$ cat src/rtl/ram_bist_initiator.sv
// March-style BIST master for a single-port RAM: writes P(a), reads it back,
// then repeats with ~P(a), recording the mismatch count and the first failure.
module ram_bist_initiator #(
   parameter int                ADDR_W = 10,
   parameter int                DATA_W = 8,
   parameter int                DEPTH  = 1024,
   parameter logic [DATA_W-1:0] SEED   = 8'hA5
) (
   input  logic              clk,
   input  logic              rst_n,
   input  logic              start,
   output logic              mem_cs,
   output logic              mem_wr,
   output logic [ADDR_W-1:0] mem_addr,
   output logic [DATA_W-1:0] mem_wdata,
   input  logic [DATA_W-1:0] mem_rdata,
   output logic              busy,
   output logic              done,
   output logic              pass,
   output logic [ADDR_W+1:0] err_count,
   output logic [ADDR_W-1:0] fail_addr,
   output logic              fail_phase,
   output logic [DATA_W-1:0] fail_exp,
   output logic [DATA_W-1:0] fail_got,
   output logic [2:0]        dbg_state
);

   typedef enum logic [2:0] {S_IDLE, S_WR0, S_RD0, S_WR1, S_RD1, S_DONE} state_t;

   state_t              state_q, state_d;
   logic [ADDR_W-1:0]   addr_q, addr_d;
   logic [ADDR_W+1:0]   err_q, err_d;
   logic [ADDR_W-1:0]   fail_addr_q, fail_addr_d;
   logic                fail_phase_q, fail_phase_d;
   logic [DATA_W-1:0]   fail_exp_q, fail_exp_d;
   logic [DATA_W-1:0]   fail_got_q, fail_got_d;
   logic                pass_q, pass_d;

   logic                is_wr, is_rd, phase1, last;
   logic [DATA_W-1:0]   pat;

   // Moore decode: everything below depends only on state_q and addr_q.
   always_comb begin
      is_wr  = (state_q == S_WR0) || (state_q == S_WR1);
      is_rd  = (state_q == S_RD0) || (state_q == S_RD1);
      phase1 = (state_q == S_WR1) || (state_q == S_RD1);
      last   = (addr_q == ADDR_W'(DEPTH - 1));
      pat    = (addr_q[DATA_W-1:0] ^ SEED) ^ {DATA_W{phase1}};
      mem_cs    = is_wr || is_rd;
      mem_wr    = is_wr;
      mem_addr  = (is_wr || is_rd) ? addr_q : '0;
      mem_wdata = is_wr ? pat : '0;
      busy      = is_wr || is_rd;
      done      = (state_q == S_DONE);
   end

   always_comb begin
      state_d      = state_q;
      addr_d       = addr_q;
      err_d        = err_q;
      fail_addr_d  = fail_addr_q;
      fail_phase_d = fail_phase_q;
      fail_exp_d   = fail_exp_q;
      fail_got_d   = fail_got_q;
      pass_d       = pass_q;

      if (is_wr || is_rd) begin
         addr_d = last ? '0 : addr_q + ADDR_W'(1);
      end

      // A zero count means no mismatch yet this run, so it doubles as the first-fail flag.
      if (is_rd && (mem_rdata != pat)) begin
         if (err_q != '1) err_d = err_q + (ADDR_W+2)'(1);
         if (err_q == '0) begin
            fail_addr_d  = addr_q;
            fail_phase_d = phase1;
            fail_exp_d   = pat;
            fail_got_d   = mem_rdata;
         end
      end

      case (state_q)
         S_IDLE: begin
            if (start) begin
               state_d      = S_WR0;
               addr_d       = '0;
               err_d        = '0;
               fail_addr_d  = '0;
               fail_phase_d = 1'b0;
               fail_exp_d   = '0;
               fail_got_d   = '0;
               pass_d       = 1'b0;
            end
         end
         S_WR0:   if (last) state_d = S_RD0;
         S_RD0:   if (last) state_d = S_WR1;
         S_WR1:   if (last) state_d = S_RD1;
         S_RD1: begin
            if (last) begin
               state_d = S_DONE;
               pass_d  = (err_d == '0);
            end
         end
         S_DONE:  state_d = S_IDLE;
         default: state_d = S_IDLE;
      endcase
   end

   always_ff @(posedge clk or negedge rst_n) begin
      if (!rst_n) begin
         state_q      <= S_IDLE;
         addr_q       <= '0;
         err_q        <= '0;
         fail_addr_q  <= '0;
         fail_phase_q <= 1'b0;
         fail_exp_q   <= '0;
         fail_got_q   <= '0;
         pass_q       <= 1'b0;
      end else begin
         state_q      <= state_d;
         addr_q       <= addr_d;
         err_q        <= err_d;
         fail_addr_q  <= fail_addr_d;
         fail_phase_q <= fail_phase_d;
         fail_exp_q   <= fail_exp_d;
         fail_got_q   <= fail_got_d;
         pass_q       <= pass_d;
      end
   end

   assign pass       = pass_q;
   assign err_count  = err_q;
   assign fail_addr  = fail_addr_q;
   assign fail_phase = fail_phase_q;
   assign fail_exp   = fail_exp_q;
   assign fail_got   = fail_got_q;
   assign dbg_state  = state_q;

endmodule
$ cat config.mk
export PLATFORM = sky130hd
export DESIGN_NAME = ram_bist_initiator
export DESIGN_NICKNAME = d
export VERILOG_FILES = /design/src/rtl/ram_bist_initiator.sv
export SDC_FILE = /design/constraint.sdc
export NUM_CORES = 1
export LEC_CHECK = 0
export ABC_AREA = 1
export ABC_CLOCK_PERIOD_IN_PS = 2040
export CORE_AREA = 2 2 87 89
export CTS_BUF_LIST = sky130_fd_sc_hd__clkbuf_4
export DETAILED_ROUTE_END_ITERATION = 8
export DIE_AREA = 0 0 89 91
export GPL_TIMING_DRIVEN = 0
export PLACE_DENSITY = 0.86
export SLEW_MARGIN = 20
export SYNTH_ARGS = -nofsm -noshare
export SYNTH_HDL_FRONTEND = slang
export SYNTH_SLANG_ARGS = --single-unit
$ cat constraint.sdc
create_clock -name clk -period 2.04 [get_ports clk]
set_input_delay 0.408 -clock clk [delete_from_list [all_inputs] [get_ports clk]]
set_output_delay 0.408 -clock clk [all_outputs]
set_load 0.01 [all_outputs]
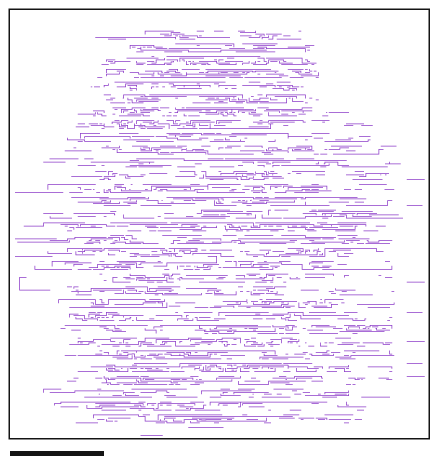
(images/layer_met1.png)
Bar = 20 um.
longest straight run	34.5 um
wire length on this layer	4,820 um

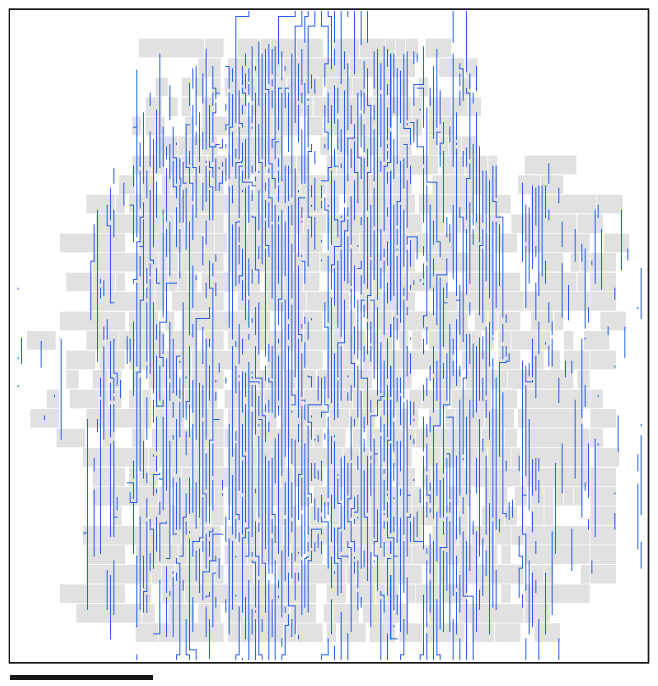
(images/layer_met2.png)
Bar = 20 um. Cells faint in the background.
nets with wire on the layer	542
main direction	vertical
met2 GRT Util: 0.435
vias post-DR: 4,054
aggregate routed wire length: 12.7 mm

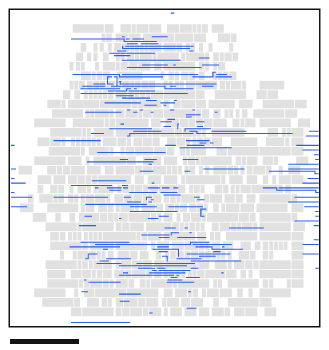
(images/layer_met3.png)
Bar = 20 um. Cells faint in the background.
main direction	horizontal
longest straight run	30.6 um
wire length on this layer	1,240 um
share of all routed wire	9.7%
nets with wire on the layer	138

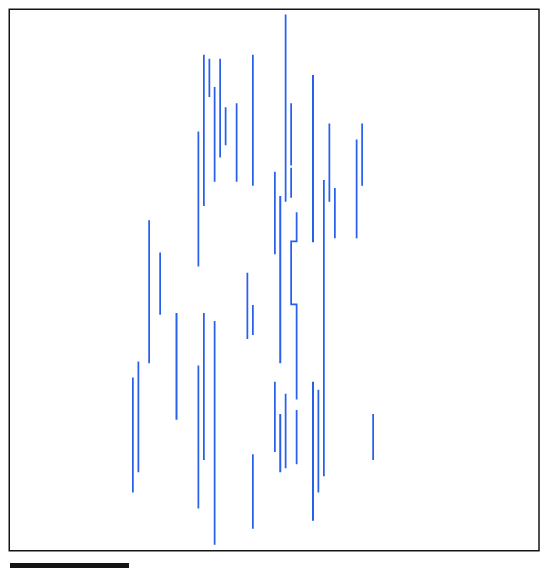
(images/layer_met4.png)
Bar = 20 um.
wire length on this layer	665 um
longest straight run	49.6 um

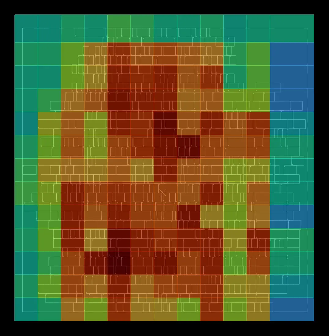
(images/congestion.png)
most used routing layer in global routing: met2
detail-routed net length per standard cell: 18.2 um
met1 Track Usage GR: 0.376
overall global routing resource usage: 0.274

==> results_slide.txt <==
Run Summary

Run status
  • Status: finished, violations left
  • Violations in the final reports: design-rule violations, negative setup slack

Flow run
  • Stage-log warning count: 29

Finish
  • Number of multi-input logic gates: roughly 320
  • Leading cell types in the layout, fill and taps excluded: 74 x sky130_fd_sc_hd__inv_1, 72 x sky130_fd_sc_hd__nand2_1, 52 x sky130_fd_sc_hd__clkdlybuf4s50_1
  • Number of fill cells: slightly below 500
  • Post-layout net count: slightly above 600
  • Total area of multi-input combinational cells: about 0.002 mm2

Drt
  • Number of DRC violations after detailed-routing iteration 0: 550
  • Final routed DRC violation total: 1

Synthesis
  • Post-Synth Simple-Gate Area: 0.326
  • Syn nets: a little under 500
  • Distinct lib cells used: 30
  • Share of async-settable or async-resettable flops after synthesis: 1.00
  • Gate count after technology mapping: 468
  • Post-Syn Area per Cell: 7.00 um2
  • Share of Yosys cell area claimed by the top area cell type: 0.405
  • Cell area after technology mapping: 0.00328 mm2
  • XORs/XNORs by Area: 0.00535
  • Ys flop type: sky130_fd_sc_hd__dfrtp_1
  • Fraction of the mapped netlist area in adder cells: 0.0115
  • Dominant comb cell: simple AND/OR/NAND/NOR gates

Setup path
  • Origin of the critical flop-to-flop path: dbg_state[0]
  • List of cells traversed by the critical path: buf_6 -> nand3_4 -> nand2_4 -> buf_12 -> buf_16 -> nand2_1 -> nand3_1 -> nand2_1 -> nand2_1 -> nor2_2 -> nand2_4 -> buf_8 -> nand3_1 -> nand2_1 -> nor2_1 -> nand2_1 -> nor2_1 -> nand2_1 -> nand2_1
  • Reg2reg end: pass

Floorplanning
  • Die width: 89 um
  • I/O pin total: 76
  • Core Area: 0.00714 mm2
  • Taps Inserted: 99

Final timing
  • Remaining max-slew budget at the tightest pin: 0.353
  • Setup repair after global routing missed its margin: true
  • Count of final setup violators: 66
  • Slew at the pin with the worst max-slew slack: 0.962 ns
  • Smallest setup slack after layout: -0.450 ns
  • Fraction of the cycle the final worst path needs: 1.22
  • Min Tclk post-route: between 2 and 2.5 ns

CTS
  • Number of buffers created by CTS: 5
  • Post-CTS setup-driven buffer insertion count: 31

Placement
  • Port-buffer cells: 75
  • Total half-perimeter wirelength after legalization and detailed placement: 7.08 mm
  • Final weighted congestion of routability-driven global placement: roughly 0.96
  • Dpl cell area: between 0.004 and 0.005 mm2

Power
  • Power per cell area: 1590 mW/mm2
  • Power consumption: 8.19 mW
==> flip-flops by register name, indices dropped and copies added (netlist names) <==
name,flops
err_count,12
fail_exp,8
fail_addr,10
pass,1
fail_phase,1
addr_q,10
dbg_state,3
fail_got,8
==> routing by layer <==
| layer | track usage | routed length, um |
|---|---|---|
| met1 | 0.376 | 4820 |
| met2 | 0.435 | 6010 |
| met3 | 0.0345 | 1240 |
| met4 | 0.108 | 664 |
| met5 | 0 | 0 |
==> where the power goes <==
| part | internal [mW] | switching [mW] | total, mW |
|---|---|---|---|
| clock network | 0.131 | 0.347 | 0.478 |
| logic | 2.78 | 3.17 | 5.95 |
| registers | 1.41 | 0.353 | 1.76 |
| total | 4.32 | 3.87 | 8.19 |
Power and IR drop assume default switching activity.
